$ cat src/rtl/lc2k_pkg.sv
// Shared types and constants for the instruction-memory loader.
// Combinational only: no latency.
// No flow control of its own.
package lc2k_pkg;

  localparam int BYTES_PER_WORD = 4;
  localparam int WORD_W         = 32;

  typedef enum logic [2:0] {
    ST_IDLE  = 3'd0,
    ST_COUNT = 3'd1,
    ST_DATA  = 3'd2,
    ST_WRITE = 3'd3,
    ST_DONE  = 3'd4,
    ST_ERR   = 3'd5
  } load_state_t;

endpackage

$ cat src/rtl/byte_assembler.sv
// Packs a big-endian byte stream into 32-bit words (first byte lands in [31:24]).
// o_word/o_word_vld are combinational on the 4th byte so the word is usable at its accept edge.
// No backpressure of its own; the caller gates i_byte_vld with its ready.
module byte_assembler
  import lc2k_pkg::*;
(
  input  logic              i_clk,
  input  logic              i_rst_n,
  input  logic              i_clr,
  input  logic              i_byte_vld,
  input  logic [7:0]        i_byte_dat,
  output logic [WORD_W-1:0] o_word,
  output logic              o_word_vld
);

  // Only the three earlier bytes need storing; the 4th comes straight from the input.
  logic [WORD_W-9:0] r_shift;
  logic [1:0]        r_cnt;

  // Shift accepted bytes in, counting 0..3 and wrapping after the 4th.
  always_ff @(posedge i_clk or negedge i_rst_n) begin
    if (!i_rst_n) begin
      r_shift <= '0;
      r_cnt   <= 2'd0;
    end else if (i_clr) begin
      r_shift <= '0;
      r_cnt   <= 2'd0;
    end else if (i_byte_vld) begin
      r_shift <= {r_shift[WORD_W-17:0], i_byte_dat};
      r_cnt   <= r_cnt + 2'd1;
    end
  end

  assign o_word     = {r_shift, i_byte_dat};
  assign o_word_vld = i_byte_vld && (r_cnt == 2'(BYTES_PER_WORD - 1));

endmodule

$ cat src/rtl/imem_loader.sv
// Loads a length-prefixed big-endian program image into instruction memory, holding the CPU meanwhile.
// 4th byte of a word accepted at edge k -> imem_we high during cycle k+1; cpu_hold drops the edge after the last write.
// o_in_ready is low outside COUNT/DATA; i_in_valid low simply stalls, partial words are kept.
module imem_loader
  import lc2k_pkg::*;
#(
  parameter int ADDR_W    = 16,
  parameter int MAX_WORDS = 2**ADDR_W
) (
  input  logic              i_clk,
  input  logic              i_rst_n,
  input  logic              i_start,
  input  logic              i_in_valid,
  input  logic [7:0]        i_in_data,
  output logic              o_in_ready,
  output logic              o_imem_we,
  output logic [ADDR_W-1:0] o_imem_addr,
  output logic [WORD_W-1:0] o_imem_wdata,
  output logic              o_cpu_hold,
  output logic              o_load_done,
  output logic              o_load_error
);

  localparam int             LP_CMP_W = WORD_W + 1;
  localparam logic [WORD_W:0] LP_MAX  = LP_CMP_W'(MAX_WORDS);

  load_state_t       r_state;
  load_state_t       w_state_nxt;

  logic              r_in_ready;
  logic              r_imem_we;
  logic [ADDR_W-1:0] r_imem_addr;
  logic [WORD_W-1:0] r_imem_wdata;
  logic              r_cpu_hold;
  logic              r_load_done;
  logic              r_load_error;

  // One extra bit so an image of exactly MAX_WORDS terminates cleanly.
  logic [ADDR_W:0]   r_idx;
  logic [ADDR_W:0]   r_n;
  logic [ADDR_W:0]   w_idx_inc;

  logic              w_xfer;
  logic              w_enter_count;
  logic [WORD_W-1:0] w_word;
  logic              w_word_vld;

  assign w_xfer        = i_in_valid & r_in_ready;
  assign w_enter_count = (w_state_nxt == ST_COUNT) && (r_state != ST_COUNT);
  assign w_idx_inc     = r_idx + 1'b1;

  byte_assembler u_asm (
    .i_clk      (i_clk),
    .i_rst_n    (i_rst_n),
    .i_clr      (w_enter_count),
    .i_byte_vld (w_xfer),
    .i_byte_dat (i_in_data),
    .o_word     (w_word),
    .o_word_vld (w_word_vld)
  );

  // State register.
  always_ff @(posedge i_clk or negedge i_rst_n) begin
    if (!i_rst_n) r_state <= ST_IDLE;
    else          r_state <= w_state_nxt;
  end

  // Next-state decode; start is only honoured when no image is in flight.
  always_comb begin
    w_state_nxt = r_state;
    case (r_state)
      ST_IDLE, ST_DONE, ST_ERR: begin
        if (i_start) w_state_nxt = ST_COUNT;
      end
      ST_COUNT: begin
        if (w_word_vld) begin
          if (w_word == '0)                 w_state_nxt = ST_DONE;
          else if ({1'b0, w_word} > LP_MAX) w_state_nxt = ST_ERR;
          else                              w_state_nxt = ST_DATA;
        end
      end
      ST_DATA: begin
        if (w_word_vld) w_state_nxt = ST_WRITE;
      end
      ST_WRITE: begin
        if (w_idx_inc == r_n) w_state_nxt = ST_DONE;
        else                  w_state_nxt = ST_DATA;
      end
      default: w_state_nxt = ST_IDLE;
    endcase
  end

  // Word count and index: cleared on every new load, index advances after each write.
  always_ff @(posedge i_clk or negedge i_rst_n) begin
    if (!i_rst_n) begin
      r_idx <= '0;
      r_n   <= '0;
    end else if (w_enter_count) begin
      r_idx <= '0;
      r_n   <= '0;
    end else begin
      if (r_state == ST_COUNT && w_word_vld) r_n <= w_word[ADDR_W:0];
      if (r_state == ST_WRITE && w_state_nxt == ST_DATA) r_idx <= w_idx_inc;
    end
  end

  // Registered outputs, decoded from the next state so they line up with it.
  always_ff @(posedge i_clk or negedge i_rst_n) begin
    if (!i_rst_n) begin
      r_in_ready   <= 1'b0;
      r_imem_we    <= 1'b0;
      r_imem_addr  <= '0;
      r_imem_wdata <= '0;
      r_cpu_hold   <= 1'b1;
      r_load_done  <= 1'b0;
      r_load_error <= 1'b0;
    end else begin
      r_in_ready   <= (w_state_nxt == ST_COUNT) || (w_state_nxt == ST_DATA);
      r_imem_we    <= (w_state_nxt == ST_WRITE);
      r_cpu_hold   <= (w_state_nxt != ST_DONE);
      r_load_done  <= (w_state_nxt == ST_DONE);
      r_load_error <= (w_state_nxt == ST_ERR);
      if (w_state_nxt == ST_WRITE && r_state != ST_WRITE) begin
        r_imem_addr  <= r_idx[ADDR_W-1:0];
        r_imem_wdata <= w_word;
      end
    end
  end

  assign o_in_ready   = r_in_ready;
  assign o_imem_we    = r_imem_we;
  assign o_imem_addr  = r_imem_addr;
  assign o_imem_wdata = r_imem_wdata;
  assign o_cpu_hold   = r_cpu_hold;
  assign o_load_done  = r_load_done;
  assign o_load_error = r_load_error;

endmodule
$ cat config.mk
export PLATFORM = sky130hd
export DESIGN_NAME = imem_loader
export DESIGN_NICKNAME = d
export VERILOG_FILES = /design/src/rtl/lc2k_pkg.sv /design/src/rtl/byte_assembler.sv /design/src/rtl/imem_loader.sv
export SDC_FILE = /design/constraint.sdc
export NUM_CORES = 1
export LEC_CHECK = 0
export CELL_PAD_IN_SITES_DETAIL_PLACEMENT = 1
export CELL_PAD_IN_SITES_GLOBAL_PLACEMENT = 1
export CORE_AREA = 3 3 118 120
export DETAILED_ROUTE_END_ITERATION = 8
export DIE_AREA = 0 0 121 123
export PLACE_DENSITY = 0.86
export SLEW_MARGIN = 10
export SYNTH_ARGS = -nofsm -noshare
export SYNTH_HDL_FRONTEND = slang
export SYNTH_SLANG_ARGS = --single-unit
$ cat constraint.sdc
create_clock -name i_clk -period 2.5 [get_ports i_clk]
set_input_delay 0.5 -clock i_clk [delete_from_list [all_inputs] [get_ports i_clk]]
set_output_delay 0.5 -clock i_clk [all_outputs]
set_load 0.01 [all_outputs]
Fig. 1: run 1, M3 wires
The bar under the picture is 20 um long.
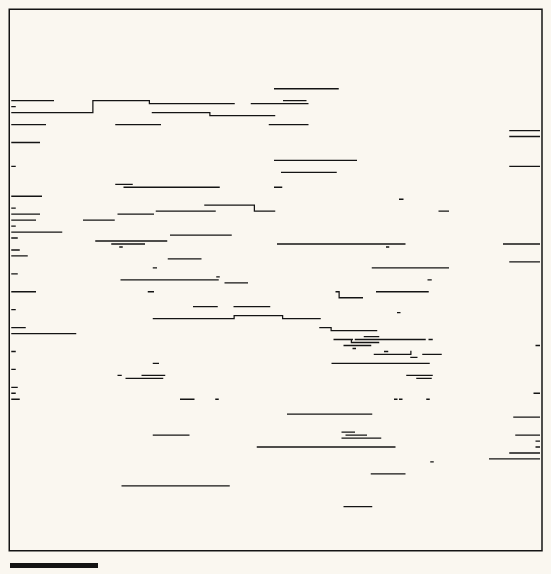
- longest straight run: 31.3 um
- main direction: horizontal

Fig. 2: run 1, wires at chosen ports, followed through buffers
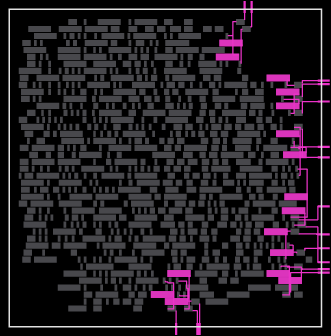
- magenta: `o_imem_addr` (bits 16; direction output; end cells 16; buffers 16; wire 383 um)
top-level I/O count: 65
Port Buffers: 64

==> results_tabular.tex, run 1 <==
% Yosys + OpenROAD metrics
\begin{tabular}{lr}
\hline
Metric & Value \\
\hline
\multicolumn{2}{l}{\textbf{Setup path}} \\
\quad Req. time, crit path & between 2 and 3 ns \\
\quad Worst Path Arrival & 2.78 ns \\
\quad Origin of the critical flop-to-flop path & r\_idx[0] \\
\quad Worst Setup End Kind & flip-flop \\
\quad Endpoint of the worst register-to-register path & r\_idx[11] \\
\quad Worst reg-to-reg path cell count & 10 \\
\quad Start point of the critical path & r\_idx[0] \\
\quad Setup slack of the worst register-to-register path & $\sim$0.028 ns \\
\quad Worst setup SP type & flip-flop \\
\quad Depth of the critical timing path with buffers and inverters included & 10 \\
\quad Maximum fanout count along the critical path & 8 \\
\multicolumn{2}{l}{\textbf{Drt}} \\
\quad Ratio of routed vias to standard cells & roughly 5.5 \\
\quad Antenna violation net count after detailed routing & 0 \\
\quad Total Wirelength & 18.0 mm \\
\multicolumn{2}{l}{\textbf{Layout}} \\
\quad Area Growth Syn to Fin & 35.4\% \\
\quad Count of antenna diodes in the layout & 0 \\
\quad Final cell area excluding filler cells & 0.00736 mm2 \\
\quad Number of filler instances in the final layout & $\sim$1500 \\
\multicolumn{2}{l}{\textbf{Logic synthesis}} \\
\quad Dominant flop cell & dfrtp\_1 \\
\quad Share of synthesized area occupied by flip-flops and latches & 0.534 \\
\quad Proportion of synthesized flip-flops having asynchronous set or reset & 1.00 \\
\quad Cell type contributing the most total cell area after synthesis & dfrtp\_1 \\
\quad Netlist area before placement & $\sim$0.0054 mm2 \\
\quad Share of the synthesized area in the top cell type & 0.529 \\
\quad Synthesized area divided by synthesized cell count & roughly 8.9 um2 \\
\quad Chip area estimate from yosys synthesis & approximately 0.0054 mm2 \\
\quad Post-Syn Instances & between 600 and 700 \\
\quad Number of cells in the yosys synthesis report & 609 \\
\quad Count of yosys warnings during synthesis & 0 \\
\multicolumn{2}{l}{\textbf{Global route}} \\
\quad Number of global-route vias before repair & 5383 \\
\multicolumn{2}{l}{\textbf{Final timing}} \\
\quad Total of endpoints with negative setup slack in the final report & 0 \\
\quad Normalized max-slew margin & 0.637 \\
\quad Fmax & 404 MHz \\
\quad Shortest period the worst path allows & about 2.5 ns \\
\quad Worst hold margin & 0.0391 ns \\
\quad Crit share post-route & 0.989 \\
\multicolumn{2}{l}{\textbf{Clock network}} \\
\quad Clock tree from TritonCTS & built \\
\quad CTS root buf & clkbuf\_16 \\
\quad Clk pin slew, worst setup/hold paths & around 0.060 ns \\
\multicolumn{2}{l}{\textbf{Place}} \\
\quad Cell Area, Placed & around 0.0066 mm2 \\
\multicolumn{2}{l}{\textbf{Outcome}} \\
\quad Result of the run & finished, final reports clean \\
\multicolumn{2}{l}{\textbf{Floorplan}} \\
\quad Pre-Place Util & 0.415 \\
\hline
\end{tabular}
Fig. 3: run 1, placement density heat map
12 x 12 tiles, from black (low) to pale yellow (high), 0 to 100% covered.
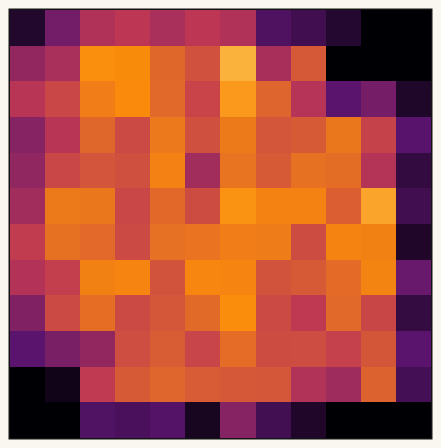
- fullest tile: 83%
- emptiest ninth of the die: top right
- mean over tiles: 48%
- tiles over 75% full: 4.2%

==> run 1: report_power, final <==
group          internal, mW  switching, mW
registers              2.43          0.492
logic                  1.30           1.37
clock network          1.39           1.02
==> run 1: routing by layer <==
| layer | global-route usage | vias to the layer above | share of wire |
|---|---|---|---|
| met5 | 0 | - | 0 |
| li1 | - | 2255 | - |
| met4 | 0.0935 | 0 | 0.023 |
| met1 | 0.314 | 2514 | 0.41 |
| met3 | 0.0563 | 43 | 0.046 |
| met2 | 0.438 | 147 | 0.52 |
==> run 1: sequential cells by signal (all words and copies together) (netlist names), 2 cells and up <==
name / count
o_imem_wdata: 32
u_asm.r_shift: 24
r_idx: 17
r_n: 17
o_imem_addr: 16
r_state: 3
u_asm.r_cnt: 2
==> run 1: Yosys cell counts, drive strengths merged (2+ instances only) <==
| master | n |
|---|---|
| nand2 | 252 |
| clkbuf | 26 |
| o211ai | 4 |
| or4 | 5 |
| nand3b | 2 |
| or3 | 8 |
| mux2i | 7 |
| and3 | 3 |
| nor4 | 9 |
| nand4 | 11 |
| xor2 | 8 |
| nand2b | 4 |
| nor3b | 2 |
| nor3 | 6 |
| a211oi | 3 |
| buf | 16 |
| nor4b | 2 |
| a21oi | 32 |
| dfrtp | 115 |
| a211o | 4 |
| and4 | 4 |
| o2111ai | 2 |
| inv | 3 |
| o21a | 2 |
| o21ai | 23 |
| xnor2 | 17 |
| and2 | 2 |
| ha | 2 |
| a41oi | 2 |
| nand3 | 12 |
| nor2 | 8 |
==> run 1: through the flow <==
step / setup TNS [ns] / utilization / cells / setup slack (ns) / power [mW]
6_report: 0 / 0.562 / 906 / 0.0277 / 8.00
5_1_grt: -0.167 / 0.562 / 906 / -0.0411 / 8.42
4_1_cts: 0 / 0.557 / 906 / 0.00785 / 7.98
3_5_place_dp: -1.12 / 0.507 / 872 / -0.265 / 5.42
3_3_place_gp: -0.462 / 0.507 / 872 / -0.106 / 5.27
2_1_floorplan: 0 / - / 609 / 0.183 / 4.04
==> run 1: logic make-up (layout without fill, tap and decap cells) <==
| family | Yosys count | in the layout | share of synthesized area |
|---|---|---|---|
| xor+xnor | 25 | 25 | 0.0403 |
| buf+inv | 45 | 166 | 0.0378 |
| compound gates | 81 | 81 | 0.0930 |
| fa+ha+maj | 2 | 2 | 0.00460 |
| mux | 8 | 8 | 0.0150 |
| flops | 116 | 116 | 0.534 |
| simple gates | 332 | 332 | 0.275 |
==> run 1: final cells by class <==
cell class | count | area share
sequential | 116 | 0.395
clock inverter | 15 | 0.0201
timing repair buffer | 131 | 0.162
clock buffer | 17 | 0.0578
tap | 176 | 0.0299
multi-input combinational | 448 | 0.333
inverter | 3 | 0.00153
==> run 1: how the worst min path moves through the flow <==
stage	start	end	slack, ns	cells past startpoint
after floorplan	i_rst_n	o_imem_addr[0]	0.20	0
after global placement	o_imem_addr[12]	o_imem_addr[12]	0.46	2
after detailed placement	o_imem_addr[12]	o_imem_addr[12]	0.46	2
after CTS	i_rst_n	o_imem_addr[12]	0.05	1
after global routing	i_rst_n	o_imem_addr[14]	0.06	1
final	i_rst_n	o_imem_addr[12]	0.04	1
==> run 2, diff against run 1 <==
- ABC_CLOCK_PERIOD_IN_PS: not set -> 2500
- CTS_CLUSTER_SIZE: not set -> 8
==> run 2 against run 1 <==
Net effect: via count unchanged; sequential cell count did not move; sequential power is essentially flat; global-route usage stayed put; synthesized cell count did not move.
==> results_tabular.tex, run 2 <==
% Yosys + OpenROAD metrics
\begin{tabular}{lr}
\hline
Metric & Value \\
\hline
\multicolumn{2}{l}{\textbf{Power}} \\
\quad VDD IR-drop max & 0.516 mV (unchanged) \\
\quad Switching Power & 2.88 mW (unchanged) \\
\quad Cell internal power dissipation & 5.12 mW (unchanged) \\
\quad Clock Power Share & 0.301 (about the same) \\
\quad Combinational share of power & 0.334 (about the same) \\
\quad Sw Ratio & 0.360 (unchanged) \\
\quad Power consumption & 8.00 mW (unchanged) \\
\multicolumn{2}{l}{\textbf{Layout}} \\
\quad Final Core Density & 0.562 (unchanged) \\
\quad Area Growth Syn to Fin & 35.4\% (unchanged) \\
\quad Count of antenna diodes in the layout & 0 (unchanged) \\
\quad Number of filler instances in the final layout & 1490 (unchanged) \\
\quad Max reg flops & 32 (unchanged) \\
\multicolumn{2}{l}{\textbf{Logic synthesis}} \\
\quad Dominant flop cell & dfrtp\_1 (unchanged) \\
\quad Basic-gate share of the synthesized area counting and, or, nand and nor cells & 0.275 (unchanged) \\
\quad Share of synthesized area occupied by flip-flops and latches & 0.534 (unchanged) \\
\quad Most used standard cells in the synthesized netlist & 251 x nand2\_1, 115 x dfrtp\_1, 32 x a21oi\_1, 26 x clkbuf\_1, 23 x o21ai\_0 (unchanged) \\
\quad Most frequently used cell type in the post-synthesis netlist & nand2\_1 (unchanged) \\
\quad AND-OR/OR-AND share of the synthesized area & 0.0930 (unchanged) \\
\quad Count of yosys warnings during synthesis & 0 (unchanged) \\
\quad Share of the synthesized area in the top cell type & 0.529 (unchanged) \\
\quad Chip area estimate from yosys synthesis & 0.00544 mm2 (unchanged) \\
\quad Main combinational cell family by area after synthesis & simple AND/OR/NAND/NOR gates (unchanged) \\
\quad Mux cell area share after synthesis & 0.0150 (unchanged) \\
\quad Proportion of synthesized flip-flops having asynchronous set or reset & 1.00 (unchanged) \\
\quad Netlist area before placement & 0.00544 mm2 (unchanged) \\
\quad Post-Syn Instances & 609 (unchanged) \\
\quad Number of cells in the yosys synthesis report & 609 (unchanged) \\
\quad Area share of fa/ha/maj cells after synthesis & 0.00460 (unchanged) \\
\multicolumn{2}{l}{\textbf{Final timing}} \\
\quad Shortest period the worst path allows & 2.47 ns (unchanged) \\
\quad Total of endpoints with negative setup slack in the final report & 0 (unchanged) \\
\quad Normalized max-slew margin & 0.637 (unchanged) \\
\multicolumn{2}{l}{\textbf{Clock network}} \\
\quad CTS root buf & clkbuf\_16 (unchanged) \\
\quad Clock tree from TritonCTS & built (unchanged) \\
\quad Clk pin slew, worst setup/hold paths & 0.06 ns (about the same) \\
\multicolumn{2}{l}{\textbf{Setup path}} \\
\quad Origin of the critical flop-to-flop path & r\_idx[0] (unchanged) \\
\quad Worst-path cell chain & buf\_6, and4\_4, nand4\_4, buf\_4, o2111ai\_2, a22oi\_2, and4\_4, buf\_6, or4\_4, mux2i\_1 (unchanged) \\
\quad Maximum fanout count along the critical path & 8 (unchanged) \\
\quad Worst setup SP type & flip-flop (unchanged) \\
\quad Worst reg-to-reg path cell count & 10 (unchanged) \\
\quad Worst Setup End Kind & flip-flop (unchanged) \\
\quad Start point of the critical path & r\_idx[0] (unchanged) \\
\multicolumn{2}{l}{\textbf{Drt}} \\
\quad Antenna violation net count after detailed routing & 0 (unchanged) \\
\quad Ratio of routed vias to standard cells & 5.47 (unchanged) \\
\multicolumn{2}{l}{\textbf{Outcome}} \\
\quad Result of the run & finished, final reports clean (unchanged) \\
\multicolumn{2}{l}{\textbf{Global route}} \\
\quad Number of global-route vias before repair & 5383 (unchanged) \\
\multicolumn{2}{l}{\textbf{Place}} \\
\quad Port Buffers & 64 (unchanged) \\
\hline
\end{tabular}
## run 2: cell counts in the layout (fill, tap and decap cells not counted)
Identical to the previous run, type by type.
## run 2: through the flow
stage / hold slack (ns) / setup WS, ns / area (um2) / instances / setup TNS [ns]
6_report: 0.0391 / 0.0277 / 7360 / 906 / 0
5_1_grt: 0.0563 / -0.0411 / 7360 / 906 / -0.167
4_1_cts: 0.0462 / 0.00785 / 7280 / 906 / 0
3_5_place_dp: 0.464 / -0.265 / 6630 / 872 / -1.12
3_3_place_gp: 0.458 / -0.106 / 6630 / 872 / -0.462
2_1_floorplan: 0.204 / 0.183 / 5440 / 609 / 0
## run 2: routing by layer
| layer | part of all wire | vias to the layer above | track usage |
|---|---|---|---|
| li1 | - | 2255 | - |
| met1 | 0.41 | 2514 | 0.314 |
| met2 | 0.52 | 147 | 0.438 |
| met3 | 0.046 | 43 | 0.0563 |
| met4 | 0.023 | 0 | 0.0935 |
| met5 | 0 | - | 0 |
## run 2: cell families after synthesis
logic type      Yosys count
buf+inv                  45
simple gates            332
xor+xnor                 25
compound gates           81
mux                       8
fa+ha+maj                 2
flops                   116
## run 2: power groups by stage
stage	clock, mW	combinational [mW]	sequential [mW]
global route	2.53	2.91	2.99
finish	2.41	2.67	2.92
floorplan	0	1.13	2.91
CTS	2.43	2.64	2.91
global placement	0	2.40	2.87
detailed placement	0	2.51	2.91
## run 2: final cells by class
class / instances / share of cell area
Timing Repair Buffer: 131 / 0.162
Clock inverter: 15 / 0.0201
Clock buffer: 17 / 0.0578
Sequential cell: 116 / 0.395
Inverter: 3 / 0.00153
Tap cell: 176 / 0.0299
Multi-Input combinational cell: 448 / 0.333
## run 2: worst max-delay path by stage
| stage | cells past startpoint | end |
|---|---|---|
| final | 10 | r_idx[11] |
| after floorplan | 9 | r_idx[6] |
| after global placement | 8 | o_cpu_hold |
| after detailed placement | 8 | o_load_done |
| after global routing | 9 | r_idx[11] |
| after CTS | 10 | r_idx[11] |
## run 2: worst register-to-register path, delay by kind of cell (launching register included)
| family | cells | cell delay (ns) |
|---|---|---|
| and+or+nand+nor | 4 | 1.07 |
| AOI/OAI and AO/OA | 2 | 0.28 |
| muxes | 1 | 0.13 |
| DFF | 1 | 0.43 |
| buffers and inverters | 3 | 0.43 |
## run 2: repair_timing
item / in CTS / in global routing
cloned: 0 / 0
pin swaps: 4 / 12
buffers inserted: 2 / 1
endpoints found under the setup margin: 4 / 21
resized: 12 / 16
Fig. 4: run 2, M3 wires
The bar under the picture is 20 um long.
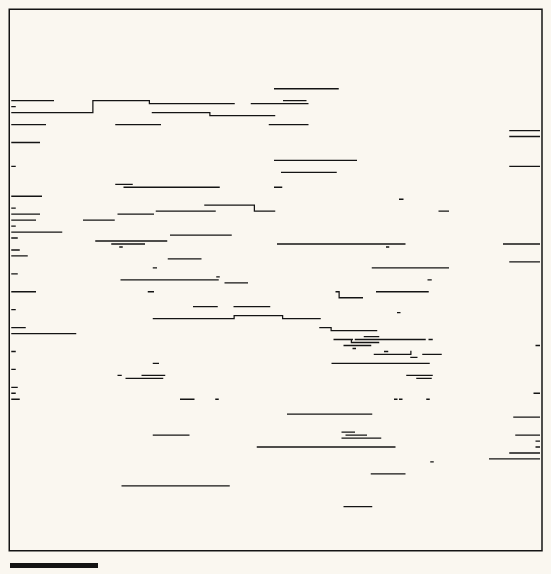
- longest straight run: 31.3 um
- share of all routed wire: 4.6%
- wire length on this layer: 821 um
total via count after detailed routing: 4959
global routing usage on met3: 0.0563
Total Wirelength: 18.0 mm

Power and IR drop assume default switching activity.
